`src/rtl/fifo_pkg.sv`:
```
// ============================================================================
//  Module      : fifo_pkg
//  Description : Shared FIFO definitions: depth helper, drop counter width and
//                status flag bit order used by the lane status aggregator.
//  Revision    : 1.0 - initial release
// ============================================================================
`default_nettype none

package fifo_pkg;

    localparam int DROP_CNT_W = 8;

    // Status flag vector layout
    localparam int FLAG_W            = 4;
    localparam int FLAG_FULL         = 0;
    localparam int FLAG_EMPTY        = 1;
    localparam int FLAG_ALMOST_FULL  = 2;
    localparam int FLAG_ALMOST_EMPTY = 3;

    function automatic int fifo_depth(input int aw);
        return 1 << aw;
    endfunction

endpackage

`default_nettype wire

```
`src/rtl/fifo_umbral_flags.sv`:
```
// ============================================================================
//  Module      : fifo_umbral_flags
//  Description : Combinational FIFO status flags from occupancy and the
//                programmable almost-full / almost-empty thresholds.
//  Revision    : 1.0 - initial release
// ============================================================================
`default_nettype none

module fifo_umbral_flags
    import fifo_pkg::*;
#(
    parameter int address_width = 3
) (
    input  logic [address_width:0] cnt_i,
    input  logic [address_width:0] umbral_full_i,
    input  logic [address_width:0] umbral_empty_i,
    output logic [FLAG_W-1:0]      flags_o
);

    localparam logic [address_width:0] c_DEPTH =
        (address_width+1)'(fifo_depth(address_width));

    // A zero almost-full threshold naturally holds the flag high
    always_comb begin
        flags_o                    = '0;
        flags_o[FLAG_FULL]         = (cnt_i == c_DEPTH);
        flags_o[FLAG_EMPTY]        = (cnt_i == '0);
        flags_o[FLAG_ALMOST_FULL]  = (cnt_i >= umbral_full_i);
        flags_o[FLAG_ALMOST_EMPTY] = (cnt_i <= umbral_empty_i);
    end

endmodule

`default_nettype wire

```
`src/rtl/fifo_umbral_gen.sv`:
```
// ============================================================================
//  Module      : fifo_umbral_gen
//  Description : Synchronous FIFO with programmable thresholds, sticky
//                overflow/underflow error and registered read data.
//                Optional FIFO_DROP_CNT_EN adds a saturating drop counter.
//  Revision    : 1.0 - initial release
// ============================================================================
`default_nettype none

module fifo_umbral_gen
    import fifo_pkg::*;
#(
    parameter int data_width    = 6,
    parameter int address_width = 3
) (
    input  logic                     clk,
    input  logic                     reset_L,
    input  logic                     wr_enable,
    input  logic                     rd_enable,
    input  logic [data_width-1:0]    data_in,
    input  logic [address_width:0]   umbral_full,
    input  logic [address_width:0]   umbral_empty,
    output logic [data_width-1:0]    data_out,
    output logic                     valid_out,
    output logic                     full_fifo,
    output logic                     empty_fifo,
    output logic                     almost_full_fifo,
    output logic                     almost_empty_fifo,
    output logic                     error,
`ifdef FIFO_DROP_CNT_EN
    output logic [DROP_CNT_W-1:0]    drop_cnt,
`endif
    output logic [address_width:0]   fifo_cnt
);

    localparam int c_DEPTH = fifo_depth(address_width);

    logic [data_width-1:0]    mem_q [c_DEPTH];
    logic [address_width-1:0] wr_ptr_q, wr_ptr_d;
    logic [address_width-1:0] rd_ptr_q, rd_ptr_d;
    logic [address_width:0]   cnt_q, cnt_d;
    logic [data_width-1:0]    data_out_q, data_out_d;
    logic                     valid_q, valid_d;
    logic                     error_q, error_d;

    logic [FLAG_W-1:0]        flags;
    logic                     wr_acc, rd_acc, overflow, underflow;

    fifo_umbral_flags #(
        .address_width (address_width)
    ) u_flags (
        .cnt_i          (cnt_q),
        .umbral_full_i  (umbral_full),
        .umbral_empty_i (umbral_empty),
        .flags_o        (flags)
    );

    // A write into a full FIFO is still taken when a read frees a slot
    always_comb begin
        rd_acc    = rd_enable && !flags[FLAG_EMPTY];
        wr_acc    = wr_enable && (!flags[FLAG_FULL] || rd_acc);
        overflow  = wr_enable && flags[FLAG_FULL] && !rd_acc;
        underflow = rd_enable && flags[FLAG_EMPTY];
    end

    always_comb begin
        wr_ptr_d   = wr_ptr_q;
        rd_ptr_d   = rd_ptr_q;
        cnt_d      = cnt_q;
        data_out_d = '0;
        valid_d    = 1'b0;
        error_d    = error_q | overflow | underflow;

        if (wr_acc) begin
            wr_ptr_d = wr_ptr_q + address_width'(1);
        end
        if (rd_acc) begin
            rd_ptr_d   = rd_ptr_q + address_width'(1);
            data_out_d = mem_q[rd_ptr_q];
            valid_d    = 1'b1;
        end

        case ({wr_acc, rd_acc})
            2'b10:   cnt_d = cnt_q + (address_width+1)'(1);
            2'b01:   cnt_d = cnt_q - (address_width+1)'(1);
            default: cnt_d = cnt_q;
        endcase
    end

    always_ff @(posedge clk or negedge reset_L) begin
        if (!reset_L) begin
            wr_ptr_q   <= '0;
            rd_ptr_q   <= '0;
            cnt_q      <= '0;
            data_out_q <= '0;
            valid_q    <= 1'b0;
            error_q    <= 1'b0;
        end else begin
            wr_ptr_q   <= wr_ptr_d;
            rd_ptr_q   <= rd_ptr_d;
            cnt_q      <= cnt_d;
            data_out_q <= data_out_d;
            valid_q    <= valid_d;
            error_q    <= error_d;
        end
    end

    // Storage carries no reset; contents before the first write are don't-care
    always_ff @(posedge clk) begin
        if (wr_acc) begin
            mem_q[wr_ptr_q] <= data_in;
        end
    end

`ifdef FIFO_DROP_CNT_EN
    logic [DROP_CNT_W-1:0] drop_cnt_q, drop_cnt_d;

    always_comb begin
        drop_cnt_d = drop_cnt_q;
        if ((overflow || underflow) && (drop_cnt_q != '1)) begin
            drop_cnt_d = drop_cnt_q + DROP_CNT_W'(1);
        end
    end

    always_ff @(posedge clk or negedge reset_L) begin
        if (!reset_L) begin
            drop_cnt_q <= '0;
        end else begin
            drop_cnt_q <= drop_cnt_d;
        end
    end

    assign drop_cnt = drop_cnt_q;
`endif

    assign data_out          = data_out_q;
    assign valid_out         = valid_q;
    assign error             = error_q;
    assign fifo_cnt          = cnt_q;
    assign full_fifo         = flags[FLAG_FULL];
    assign empty_fifo        = flags[FLAG_EMPTY];
    assign almost_full_fifo  = flags[FLAG_ALMOST_FULL];
    assign almost_empty_fifo = flags[FLAG_ALMOST_EMPTY];

endmodule

`default_nettype wire
```
`config.mk`:
```
export PLATFORM = sky130hd
export DESIGN_NAME = fifo_umbral_gen
export DESIGN_NICKNAME = d
export VERILOG_FILES = /design/src/rtl/fifo_pkg.sv /design/src/rtl/fifo_umbral_flags.sv /design/src/rtl/fifo_umbral_gen.sv
export SDC_FILE = /design/constraint.sdc
export NUM_CORES = 1
export LEC_CHECK = 0
export ABC_AREA = 1
export CAP_MARGIN = 25
export CORE_MARGIN = 4
export CORE_UTILIZATION = 32
export DETAILED_ROUTE_END_ITERATION = 12
export SYNTH_ARGS = -nofsm -noshare
export SYNTH_HDL_FRONTEND = slang
export SYNTH_SLANG_ARGS = --single-unit
```
`constraint.sdc`:
```
create_clock -name clk -period 1.78 [get_ports clk]
set_input_delay 0.445 -clock clk [delete_from_list [all_inputs] [get_ports clk]]
set_output_delay 0.445 -clock clk [all_outputs]
set_load 0.005 [all_outputs]
```
Figure 1. Power grid (run 1).
Bar = 20 um. Pins as bars on the die edge.
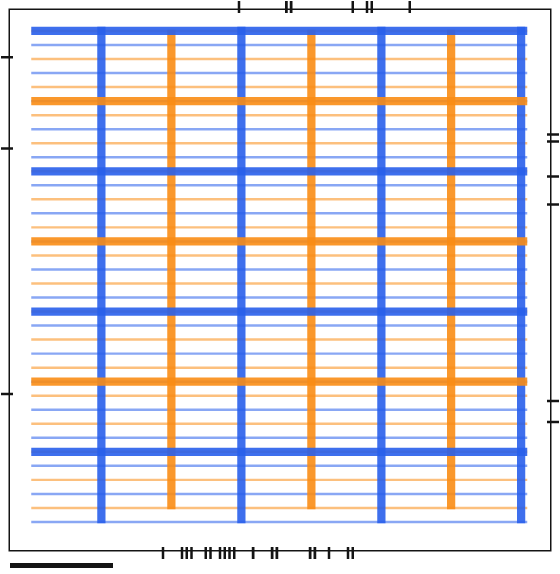
[blue] VSS
[orange] VDD
signal pins: 34
met5 straps: 7
met4 straps: 7
rows: 35
met1 rails: 36
die height: 105 um
Peak VDD IR: 0.478 mV

Figure 2. Placement by cell class (run 1).
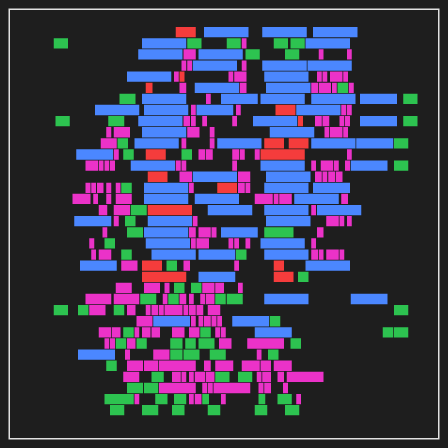
[magenta] remaining logic cells | cells: 188 | share of their area: 30%
[blue] registers | cells: 66 | share of their area: 48%
[green] remaining buffers and delay cells | cells: 71 | share of their area: 17%
[red] clock drivers and dummy loads | cells: 16 | share of their area: 5.9%
Site Rows: 35
final non-filler cell area: 0.00409 mm2
core region area: 0.00915 mm2

Figure 3. Clock wires, drivers and flops (run 1).
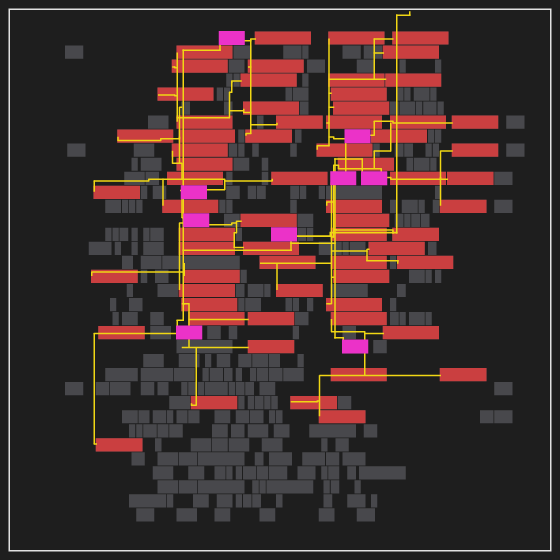
[magenta] clock-net drivers | count: 9
[red] flip-flops | count: 66
[yellow] clock wires | length: 803 um
routed clock nets: 10
clock group power: 1.48 mW
clk_lat worst skew: 0.34 ns

Figure 4. Routed metal, one colour a layer (run 1).
Bar = 20 um.
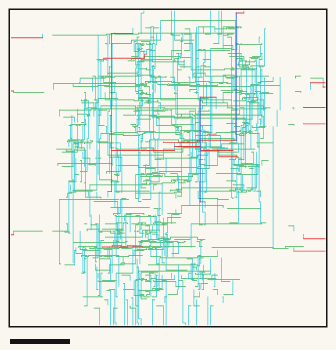
[red] M3 | wire length: 170 um
[green] M1 | wire length: 2690 um
[blue] M4 | wire length: 129 um
[cyan] M2 | wire length: 2990 um
Total Wirelength: 5.98 mm
DR WL/cell: 13.2 um
overall track demand over capacity in global routing: 0.116

==> flow_summary.ini, run 1 <==
; physical design summary
[timing]
min_period_over_period = 1.12
finalMaxSlewViolations = 0
finalWorstPathRequiredPeriod_ns = 2.00
setup_repair_after_global_routing_missed_its_margin = yes
hold_viol_final = 0
finalHoldWorstSlack_ns = 0.453
achievable-frequency_mhz = 500
setup_ws_ns = -0.219
finalSetupViolations = 4

[worst_setup_path]
crit_fanout = 3
cp-start-kind = flip-flop
setup.worst_path.start = fifo_cnt[3]
cpPeakStageDelay_ns = 0.41
crit_required_ns = 1.33
crit_arrival_ns = 1.55
critical_path.top_delay_family = flip-flops
cp_num_buf_inv = 2

[yosys]
synth.yosys.chip_area_mm2 = 0.00299
postSynthCellCount = 261
seq_area_frac_synth = 0.632
ys_sh_adder = 0.0460
synthAoiAreaFrac = 0.0886
number_of_warnings_printed_during_yosys_synthesis = 0
top_cells_by_count = 54 x nor2_1, 48 x edfxtp_1, 25 x nand2_1
synth.ff_latch_count = 66
synthSimpleGateAreaFrac = 0.164
synthFlopType = edfxtp_1
synth_logic_family = simple AND/OR/NAND/NOR gates
syn_nets = 290
top_area_cell = edfxtp_1
yosysTopAreaCellShare = 0.482

[job]
warnings = 28
drv.max_cap_violation_count = 0

[die]
die_width_um = 105
initial_utilization = 0.327
chip_area_mm2 = 0.0110
num_io_pins = 34

[pwr]
power.density_mw_per_mm2 = 1540
power.combinational.total_mw = 2.68
pwr.group.sequential_mw = 2.15
combPwrFrac = 0.424
power_switching_share = 0.338
power.group.top = combinational logic
clockPowerShare = 0.235

[final_layout]
lay_top_count = nor2_1
buffers = 71
layout.clock_buffers = 11
final_core_utilization = 0.447
comb.multi_input.count = 162
area_growth_pct = 36.6
number_of_flip_flops_under_the_largest_register_name = 48
layout.cells.largest_class = sequential cells
drive_above_1_share = 0.279
layout.buffer.nonclock.area_share = 0.161
regMostFlops = mem_q
combAreaFraction = 0.257

[clocking]
numCtsBuffers = 9
clk_path_buf_depth = 2

[grt]
number_of_antenna_violations_at_the_first_check_in_global_routing = 0
via_count_of_the_first_global_routing_pass = 1973
wire_length_of_the_first_global_routing_pass_mm = 9.89
largest_net_degree_at_the_start_of_global_routing = 26
global_route.overflow_total = 0

[place]
port-buffer-count = 33
gp_routability_congestion = 0.746
pre_cts_slack_ns = -0.756

[status]
violations = negative setup slack
result_of_the_run = finished with violations

[route]
route.met3.wl_um = 169
vias = 2075
drt_iter0_markers = 86
detail_route.drc_violations = 0
drt.antenna.violating_nets = 0
m1WireLength_mm = 2.69
--- run 2 (diff from run 1) ---
ABC_CLOCK_PERIOD_IN_PS = 1780   (was default)
Figure 5. Routed metal, one colour a layer (run 2).
Bar = 20 um.
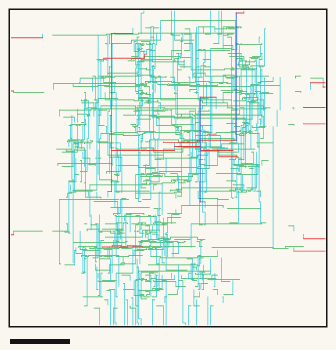
[green] M1 | wire length: 2690 um
[red] M3 | wire length: 170 um
[blue] M4 | wire length: 129 um
[cyan] M2 | wire length: 2990 um
overall via count from detail_route: 2075

==> flow_summary.ini, run 2 <==
; physical design summary
[status]
result_of_the_run = finished with violations
violations = negative setup slack

[worst_setup_path]
cpPeakStageDelay_ns = 0.41
critical_path.top_delay_family = flip-flops
crit_required_ns = 1.33
crit_arrival_ns = 1.55
setup.worst_path.start = fifo_cnt[3]
cp_num_buf_inv = 2

[timing]
finalSetupViolations = 4
finalHoldWorstSlack_ns = 0.453
achievable-frequency_mhz = 500
setup_repair_after_global_routing_missed_its_margin = yes
setup_ws_ns = -0.219
finalMaxSlewViolations = 0
min_period_over_period = 1.12
finalWorstPathRequiredPeriod_ns = 2.00
hold_viol_final = 0

[pwr]
pwr.group.sequential_mw = 2.15
clock_power_mw = 1.48
power.group.top = combinational logic

[yosys]
synth.yosys.chip_area_mm2 = 0.00299
ys_sh_adder = 0.0460
synth_logic_family = simple AND/OR/NAND/NOR gates
seq_area_frac_synth = 0.632
top_cells_by_count = 54 x nor2_1, 48 x edfxtp_1, 25 x nand2_1
synth.ff_latch_count = 66
synthAoiAreaFrac = 0.0886
synthFlopType = edfxtp_1
number_of_warnings_printed_during_yosys_synthesis = 0
yosysTopAreaCellShare = 0.482

[die]
num_io_pins = 34
die_width_um = 105
core_area_mm2 = 0.00915
placementRows = 35
initial_utilization = 0.327

[place]
gp_routability_congestion = 0.746
pre_cts_slack_ns = -0.756
port-buffer-count = 33

[final_layout]
finish.instance_area_mm2 = 0.00409
regMostFlops = mem_q
lay_top_count = nor2_1
final_core_utilization = 0.447
combAreaFraction = 0.257
buffers = 71
drive_above_1_share = 0.279

[job]
warnings = 28

[route]
route.met3.wl_um = 169
total_wirelength_mm = 5.98
wire_per_inst_um = 13.2
drt_iter0_markers = 86
drt.antenna.violating_nets = 0

[grt]
number_of_antenna_violations_at_the_first_check_in_global_routing = 0
wire_length_of_the_first_global_routing_pass_mm = 9.89
via_count_of_the_first_global_routing_pass = 1973
global_route.overflow_total = 0

[clocking]
clk_path_buf_depth = 2
numCtsBuffers = 9
clock_insertion_delay_worst_skew_ns = 0.34
No activity file was given, so power comes from the tool's default toggle rates.
